===== src/rtl/arb_pkg.sv =====
// Shared constants and FSM state type for the 8-way round-robin arbiter.
package arb_pkg;

  localparam int unsigned NUM_REQ = 8;
  localparam int unsigned IDX_W   = 3;

  typedef enum logic {
    IDLE,
    GRANT
  } arb_state_e;

endpackage


===== src/rtl/rr_pick8.sv =====
// Combinational rotating-priority picker: first set request at or after ptr, wrapping.
module rr_pick8
  import arb_pkg::*;
(
  input  logic [NUM_REQ-1:0] req,
  input  logic [IDX_W-1:0]   ptr,
  output logic               any,
  output logic [IDX_W-1:0]   idx
);

  logic [2*NUM_REQ-1:0] dbl;
  logic [NUM_REQ-1:0]   rot;
  logic [IDX_W-1:0]     off;

  always_comb begin
    any = |req;
    // Rotate so that requester ptr sits at bit 0.
    dbl = {req, req} >> ptr;
    rot = dbl[NUM_REQ-1:0];
    off = '0;
    // Descending scan so the lowest set bit wins.
    for (int k = NUM_REQ - 1; k >= 0; k--) begin
      if (rot[k]) begin
        off = IDX_W'(k);
      end
    end
    idx = ptr + off;
  end

endmodule


===== src/rtl/rr_arbiter8.sv =====
// 8-requester round-robin arbiter with hold limit and break-before-make grant handover.
module rr_arbiter8
  import arb_pkg::*;
#(
  parameter int unsigned MAX_HOLD = 16
) (
  input  logic               sys_clk,
  input  logic               sys_rst_n,
  input  logic [NUM_REQ-1:0] req,
  input  logic               done,
  output logic               gnt_valid,
  output logic [IDX_W-1:0]   gnt_idx,
  output logic [NUM_REQ-1:0] gnt_onehot,
  output logic               timeout
);

  localparam logic [7:0] HoldLast = 8'(MAX_HOLD - 1);

  arb_state_e       state_q;
  logic [IDX_W-1:0] ptr_q;
  logic [7:0]       hold_cnt_q;

  logic             pick_any;
  logic [IDX_W-1:0] pick_idx;
  logic             owner_req;
  logic             hold_hit;
  logic             grant_end;

  rr_pick8 u_pick (
    .req (req),
    .ptr (ptr_q),
    .any (pick_any),
    .idx (pick_idx)
  );

  always_comb begin
    owner_req = req[gnt_idx];
    hold_hit  = (hold_cnt_q == HoldLast);
    grant_end = done | ~owner_req | hold_hit;
  end

  always_ff @(posedge sys_clk) begin
    if (!sys_rst_n) begin
      state_q    <= IDLE;
      ptr_q      <= '0;
      hold_cnt_q <= '0;
      gnt_valid  <= 1'b0;
      gnt_idx    <= '0;
      gnt_onehot <= '0;
      timeout    <= 1'b0;
    end else begin
      unique case (state_q)
        IDLE: begin
          timeout    <= 1'b0;
          hold_cnt_q <= '0;
          if (pick_any) begin
            state_q    <= GRANT;
            gnt_valid  <= 1'b1;
            gnt_idx    <= pick_idx;
            gnt_onehot <= NUM_REQ'(1) << pick_idx;
          end
        end
        GRANT: begin
          if (grant_end) begin
            state_q    <= IDLE;
            ptr_q      <= gnt_idx + IDX_W'(1);
            hold_cnt_q <= '0;
            gnt_valid  <= 1'b0;
            gnt_onehot <= '0;
            // Pulse only when the hold limit alone ended the grant.
            timeout    <= hold_hit & ~done & owner_req;
          end else begin
            hold_cnt_q <= hold_cnt_q + 8'd1;
          end
        end
        default: state_q <= IDLE;
      endcase
    end
  end

endmodule


===== config.mk =====
export PLATFORM = sky130hd
export DESIGN_NAME = rr_arbiter8
export DESIGN_NICKNAME = d
export VERILOG_FILES = /design/src/rtl/arb_pkg.sv /design/src/rtl/rr_pick8.sv /design/src/rtl/rr_arbiter8.sv
export SDC_FILE = /design/constraint.sdc
export NUM_CORES = 1
export LEC_CHECK = 0
export ABC_AREA = 1
export CORE_UTILIZATION = 35
export CTS_BUF_LIST = sky130_fd_sc_hd__clkbuf_4
export CTS_CLUSTER_DIAMETER = 150
export DETAILED_ROUTE_END_ITERATION = 6
export GPL_ROUTABILITY_DRIVEN = 0
export RECOVER_POWER = 25
export SYNTH_ARGS = -nofsm -noshare
export SYNTH_HDL_FRONTEND = slang
export SYNTH_SLANG_ARGS = --single-unit

===== constraint.sdc =====
create_clock -name sys_clk -period 3.7 [get_ports sys_clk]
set_input_delay 0.37 -clock sys_clk [delete_from_list [all_inputs] [get_ports sys_clk]]
set_output_delay 0.37 -clock sys_clk [all_outputs]
set_load 0.01 [all_outputs]

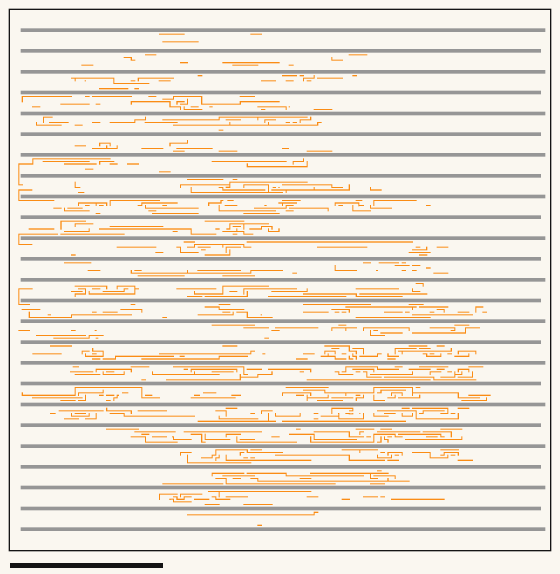
run_1/met1.png
The bar under the picture is 20 um long. Supply wires on this layer in gray.
- wire length on this layer: 1740 um
- nets with wire on the layer: 249
- share of all routed wire: 49%
- longest straight run: 21.6 um
- main direction: horizontal
Vias: 1527
total wire length: 3.53 mm
met1 usage: 19.9%

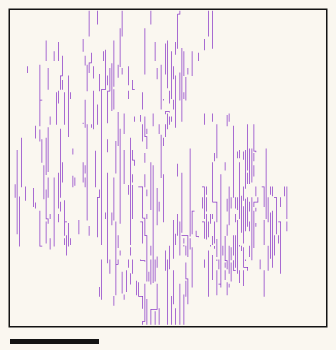
run_1/met2.png
The bar under the picture is 20 um long.
- longest straight run: 34.7 um
- main direction: vertical
- nets with wire on the layer: 208
- wire length on this layer: 1640 um
GRT met2 Usage: 25.5%

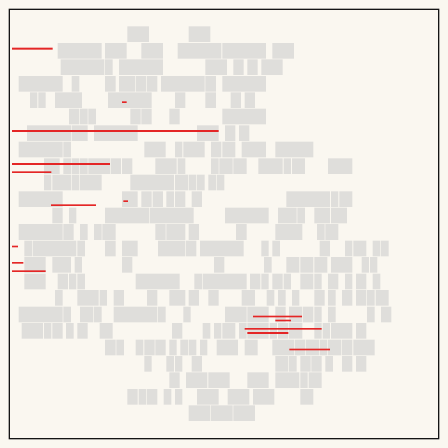
run_1/met3.png
Cells faint in the background.
- main direction: horizontal
- longest straight run: 33.8 um
- nets with wire on the layer: 13
M3 GR Usage: 1.85%

==> impl_metrics.env, run 1 <==
# source this file to load flow results
export IMPL_maxSlewViolCount=0
export IMPL_met1Wirelength_mm=1.74
export IMPL_synth_top_cell_by_area="dfxtp_1"
export IMPL_top_usage_layer="met2"
export IMPL_crit_type="in -> reg"
export IMPL_hp_start="hold_cnt_q[0]"
export IMPL_ys_sh_xor_pct=2.12
export IMPL_floorplan_core_util_pct=37.1
export IMPL_reg2regPathDepth=17
export IMPL_largestClassByArea="multi-input combinational cells"
export IMPL_p_per_area_nw_per_um2=449
export IMPL_wl_per_cell_um=11.5
export IMPL_grt_first_pass_wirelength_mm=6.15
export IMPL_antenna_found_initial=0
export IMPL_synth_logic_top_family="simple AND/OR/NAND/NOR gates"
export IMPL_numPortBuffers=23
export IMPL_final_area_um2=1930
export IMPL_worst_slew_pin_slew_ns=0.471
export IMPL_clkbuf_count=3
export IMPL_crit_path_start="req[4]"
export IMPL_dieArea_um2=4990
export IMPL_grt_max_degree=16
export IMPL_met3WireLength_um=112
export IMPL_cp_end_kind="flop"
export IMPL_clock_skew_final_ns=0.00200
export IMPL_critical_path_endpoint="gnt_onehot[3]"
export IMPL_htreeDepth=1
export IMPL_synth_edff_count=0
export IMPL_cts_sinks=25
export IMPL_clock_fmax_mhz=329
export IMPL_clkSlewWorstSetupHoldPaths_ns=0.13
export IMPL_area_growth_pct=17.0
export IMPL_power_leakage_nw=0.801
export IMPL_clockBufferDepth=2
export IMPL_r2r_slack_ns=0.67
export IMPL_cp_arrival_ns=3.26
export IMPL_grt_ovfl_total=0
export IMPL_mux_share_pct=0
export IMPL_outcome="finished clean"
export IMPL_aoi_share_pct=11.6
export IMPL_layout_area_comb_um2=1010
export IMPL_met2_length_mm=1.64
export IMPL_top_regs="gnt_onehot (8), hold_cnt_q (8)"
export IMPL_peakVddDrop_uv=244
export IMPL_flop_cell="dfxtp_1"
export IMPL_inv_count=20
export IMPL_n_tap_cell=52
export IMPL_crit_slowest_cell="dlygate4sd3_1"
export IMPL_maxCapViolations=0
export IMPL_io_pin_count=24
export IMPL_cts_tree="built"
run_1/clock_map.png
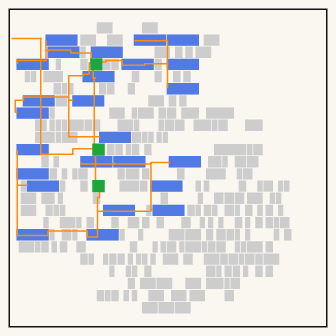

==> run 2: changes to the inputs <==
==> constraint.sdc (replaced) <==
create_clock -name sys_clk -period 3.05 [get_ports sys_clk]
set_input_delay 0.305 -clock sys_clk [delete_from_list [all_inputs] [get_ports sys_clk]]
set_output_delay 0.305 -clock sys_clk [all_outputs]
set_load 0.01 [all_outputs]
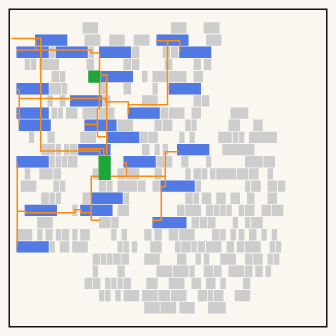
run_2/clock_map.png
- orange: clock wires (length 291 um)
- blue: flip-flops (count 25)
- green: cells driving clock nets (count 3)
- routed clock nets: 4
Clock power frac: 14.1%
Layout Skew: 0.00554 ns
Power Clock: 0.152 mW
Late-Pin Clk Latency: 0.32 ns

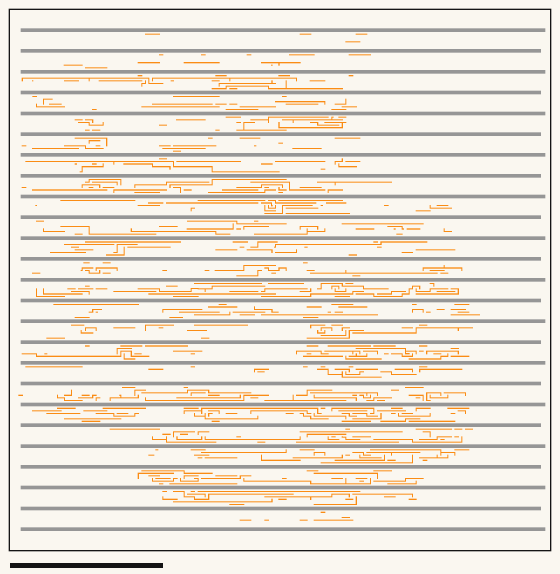
run_2/met1.png
The bar under the picture is 20 um long. Supply wires on this layer in gray.
- nets with wire on the layer: 263
- share of all routed wire: 51%
- main direction: horizontal
total wire length: 3.67 mm
met1 usage: 19.3%
Vias: 1536

==> run 2 against run 1 <==
Synthesized cell count unchanged. Sequential power increased by 22%. Worst setup slack got worse by 0.34 ns. Clock skew increased by 0.0035 ns. Final cell count increased by 1.9%. Worst hold slack got worse by 0.0020 ns. Area after synthesis unchanged. Critical path depth unchanged. Clock power increased by 27%. Combinational power increased by 27%. Sequential cell count unchanged.
==> impl_metrics.env, run 2 <==
# source this file to load flow results
export IMPL_numPortBuffers=23
export IMPL_nNonClkBuffers=30
export IMPL_ys_cells=235
export IMPL_wl_per_cell_um=11.7
export IMPL_cts_tree="built"
export IMPL_met3WireLength_um=83
export IMPL_maxCapViolations=0
export IMPL_warning_count=26
export IMPL_worst_slew_pin_slew_ns=0.382
export IMPL_crit_path_start="req[0]"
export IMPL_p_comb_mw=0.520
export IMPL_yosys_top_cells_area="dfxtp_1 30%, nand2_1 10%, nand3_1 8.8%, nand3_2 6.7%, nand2_2 6.1%"
export IMPL_clk_share_pct=1.52
export IMPL_maxSlewViolCount=0
export IMPL_grtUsageMet3_pct=2.14
export IMPL_floorplan_core_util_pct=37.1
export IMPL_highest_layer="met4"
export IMPL_top_usage_layer="met2"
export IMPL_drtAntennaViolNets=0
export IMPL_numSynthFlops=25
export IMPL_cp_end_kind="flop"
export IMPL_buffer_area_share_pct=14.3
export IMPL_grt_first_pass_wirelength_mm=6.07
export IMPL_pwr_share_comb_pct=48.0
export IMPL_yosys_warnings=0
export IMPL_crit_chain="dlygate4sd3_1 > nand2_1 > nand3_2 > nand3_1 > nand2_1 > a31oi_1 > o21ai_0 > nand2_1 > a21boi_0 > ha_1 > inv_1 > fa_1 > xor2_1 > inv_1 > nand3_4 > nand2_4 > nand3_2 > a21oi_1"
export IMPL_top_regs="gnt_onehot (8), hold_cnt_q (8)"
export IMPL_netlist_area_um2=1650
export IMPL_power_leakage_nw=0.827
export IMPL_synth_top_cell_by_area="dfxtp_1"
export IMPL_met2_usage_pct=26.0
export IMPL_crit_type="in -> reg"
export IMPL_n_fill_cell=465
export IMPL_inv_count=20
export IMPL_ys_sh_xor_pct=2.12
export IMPL_nets=278
export IMPL_worstHoldEndpoint="hold_cnt_q[0]"
export IMPL_cts_root_buf="clkbuf_4"
export IMPL_grt_max_degree=16
export IMPL_critPathMaxFanout=5
export IMPL_htreeDepth=1
export IMPL_async_reset_ff_share_pct=0
export IMPL_clock_fmax_mhz=366
export IMPL_max_slew_margin_pct=74.5
export IMPL_area_growth_pct=20.0
export IMPL_n_tap_cell=52
export IMPL_met1Wirelength_mm=1.88
export IMPL_outcome="finished clean"
export IMPL_reg2regPathDepth=17
export IMPL_aoi_share_pct=11.6
export IMPL_largestClassByArea="multi-input combinational cells"
export IMPL_cts_buffers_inserted=3
export IMPL_hold_viol=0
export IMPL_clkSlewWorstSetupHoldPaths_ns=0.14
export IMPL_flops=25
export IMPL_hold_path_depth=1
export IMPL_netlist_area_leader_share_pct=30.3
export IMPL_r2r_slack_ns=0.32
export IMPL_critical_path_endpoint="gnt_onehot[2]"
export IMPL_synth_logic_top_family="simple AND/OR/NAND/NOR gates"
export IMPL_peakVddDrop_uv=241
export IMPL_crit_slowest_cell="dlygate4sd3_1"
export IMPL_power_mw=1.08
export IMPL_hold_ws_ns=0.457
export IMPL_cts_sinks=25
export IMPL_final_area_um2=1980
export IMPL_drtIter0Drc=53
export IMPL_diodes=0
export IMPL_p_per_area_nw_per_um2=547
export IMPL_clkbuf_count=3
export IMPL_cp_arrival_ns=2.99
export IMPL_mux_share_pct=0
export IMPL_io_pin_count=24
export IMPL_clockBufferDepth=2
export IMPL_met2_length_mm=1.66
export IMPL_flop_cell="dfxtp_1"
export IMPL_synth_edff_count=0
export IMPL_firstDrtPassIters=4
export IMPL_preCtsSetupSlack_ns=-0.0275
export IMPL_grt_ovfl_total=0
export IMPL_hp_start="hold_cnt_q[0]"
export IMPL_layout_area_comb_um2=1010
export IMPL_yosys_area_um2=1650
export IMPL_logic_gates=183
export IMPL_antenna_found_initial=0
export IMPL_dieArea_um2=4990
run_2/met3.png
Cells faint in the background.
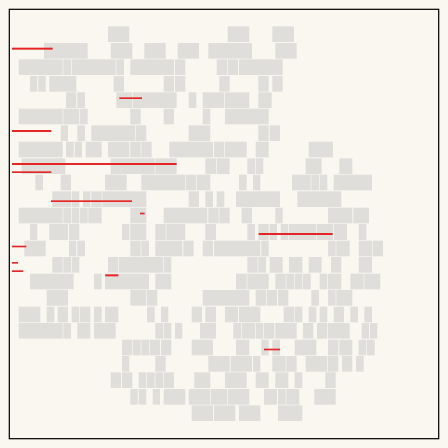

==> run 3: changes to the inputs <==
--- a/config.mk
+++ b/config.mk
@@ -6,12 +6,14 @@
 export NUM_CORES = 1
 export LEC_CHECK = 0
 export ABC_AREA = 1
-export CORE_UTILIZATION = 35
+export CORE_UTILIZATION = 45
 export CTS_BUF_LIST = sky130_fd_sc_hd__clkbuf_4
 export CTS_CLUSTER_DIAMETER = 150
 export DETAILED_ROUTE_END_ITERATION = 6
 export GPL_ROUTABILITY_DRIVEN = 0
+export PLACE_DENSITY = 0.68
 export RECOVER_POWER = 25
+export SETUP_SLACK_MARGIN = 0.02
 export SYNTH_ARGS = -nofsm -noshare
 export SYNTH_HDL_FRONTEND = slang
 export SYNTH_SLANG_ARGS = --single-unit
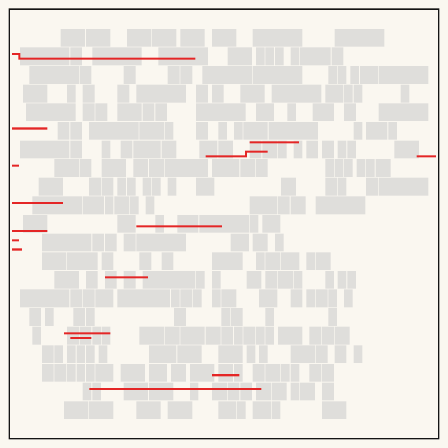
run_3/met3.png
Cells faint in the background.
- nets with wire on the layer: 15
- longest straight run: 25.5 um
- main direction: horizontal
- wire length on this layer: 121 um
- share of all routed wire: 3.5%
M3 GR Usage: 4.01%
Vias: 1560
total wire length: 3.50 mm

==> run 3 against run 2 <==
Clock-buffer cell count unchanged. Clock power about the same. Sequential share of layout area about the same. Final cell count fell by 1.6%. Clock skew grew 0.0073 ns. Worst hold slack gained 0.0022 ns.
==> impl_metrics.env, run 3 <==
# source this file to load flow results
export IMPL_pwr_share_comb_pct=48.6
export IMPL_buffer_area_share_pct=14.7
export IMPL_maxCapViolations=0
export IMPL_aoi_share_pct=11.6
export IMPL_r2r_slack_ns=0.35
export IMPL_grt_first_pass_wirelength_mm=6.35
export IMPL_hp_start="hold_cnt_q[0]"
export IMPL_critPathMaxFanout=4
export IMPL_clkSlewWorstSetupHoldPaths_ns=0.14
export IMPL_flop_cell="dfxtp_1"
export IMPL_p_per_area_nw_per_um2=549
export IMPL_numSynthFlops=25
export IMPL_yosys_warnings=0
export IMPL_worst_slew_pin_slew_ns=0.476
export IMPL_met3WireLength_um=121
export IMPL_ys_cells=235
export IMPL_preCtsSetupSlack_ns=-0.0313
export IMPL_cts_buffers_inserted=3
export IMPL_htreeDepth=1
export IMPL_hold_path_depth=1
export IMPL_crit_type="in -> reg"
export IMPL_layout_area_comb_um2=1010
export IMPL_grt_ovfl_total=0
export IMPL_outcome="finished clean"
export IMPL_met1Wirelength_mm=1.81
export IMPL_ys_sh_xor_pct=2.12
export IMPL_crit_slowest_cell="clkdlybuf4s50_1"
export IMPL_cp_end_kind="flop"
export IMPL_flops=25
export IMPL_largestClassByArea="multi-input combinational cells"
export IMPL_highest_layer="met4"
export IMPL_peakVddDrop_uv=368
export IMPL_dieArea_um2=3910
export IMPL_reg2regPathDepth=15
export IMPL_area_growth_pct=19.9
export IMPL_crit_chain="clkdlybuf4s50_1 > nand2_1 > nand3_2 > nand3_1 > nand2_1 > a31oi_1 > o21ai_0 > nand2_1 > a21boi_0 > ha_1 > inv_1 > fa_1 > inv_1 > nor2_1 > nand4_1 > a21oi_1"
export IMPL_firstDrtPassIters=5
export IMPL_clk_share_pct=1.39
export IMPL_clkbuf_count=3
export IMPL_nets=279
export IMPL_power_mw=1.09
export IMPL_grt_util_met1_pct=27.9
export IMPL_cts_tree="built"
export IMPL_inv_count=20
export IMPL_top_usage_layer="met2"
export IMPL_p_comb_mw=0.528
export IMPL_worstHoldEndpoint="hold_cnt_q[0]"
export IMPL_synth_logic_top_family="simple AND/OR/NAND/NOR gates"
export IMPL_logic_gates=183
export IMPL_top_regs="gnt_onehot (8), hold_cnt_q (8)"
export IMPL_netlist_area_leader_share_pct=30.3
export IMPL_drtIter0Drc=109
export IMPL_power_leakage_nw=0.835
export IMPL_hold_viol=0
export IMPL_synth_top_cell_by_area="dfxtp_1"
export IMPL_wl_per_cell_um=11.3
export IMPL_met2_length_mm=1.56
export IMPL_cp_arrival_ns=2.97
export IMPL_async_reset_ff_share_pct=0
export IMPL_max_slew_margin_pct=67.9
export IMPL_cts_sinks=25
export IMPL_n_tap_cell=46
export IMPL_floorplan_core_util_pct=48.3
export IMPL_numPortBuffers=23
export IMPL_cts_root_buf="clkbuf_4"
export IMPL_crit_path_start="req[6]"
export IMPL_diodes=0
export IMPL_maxSlewViolCount=0
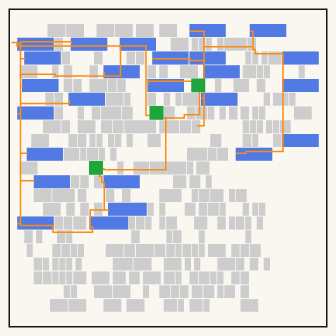
run_3/clock_map.png
- orange: clock wires (length 304 um)
- blue: flip-flops (count 25)
- green: cells driving clock nets (count 3)
- routed clock nets: 4
Layout Skew: 0.0128 ns
Late-Pin Clk Latency: 0.33 ns
Power Clock: 0.151 mW
Clock power frac: 13.9%


==> layout pictures side by side <==
Routing congestion.
panel A
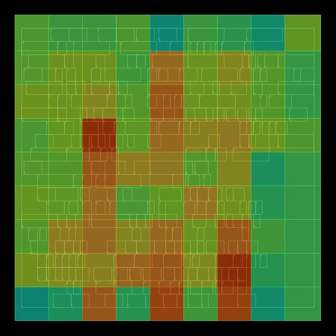
panel B
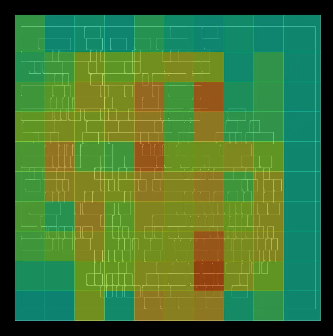
The one with the highest utilization is panel A.
| from | picture |
|---|---|
| run 3 | panel A |
| run 2 | panel B |

Power and IR drop assume default switching activity.
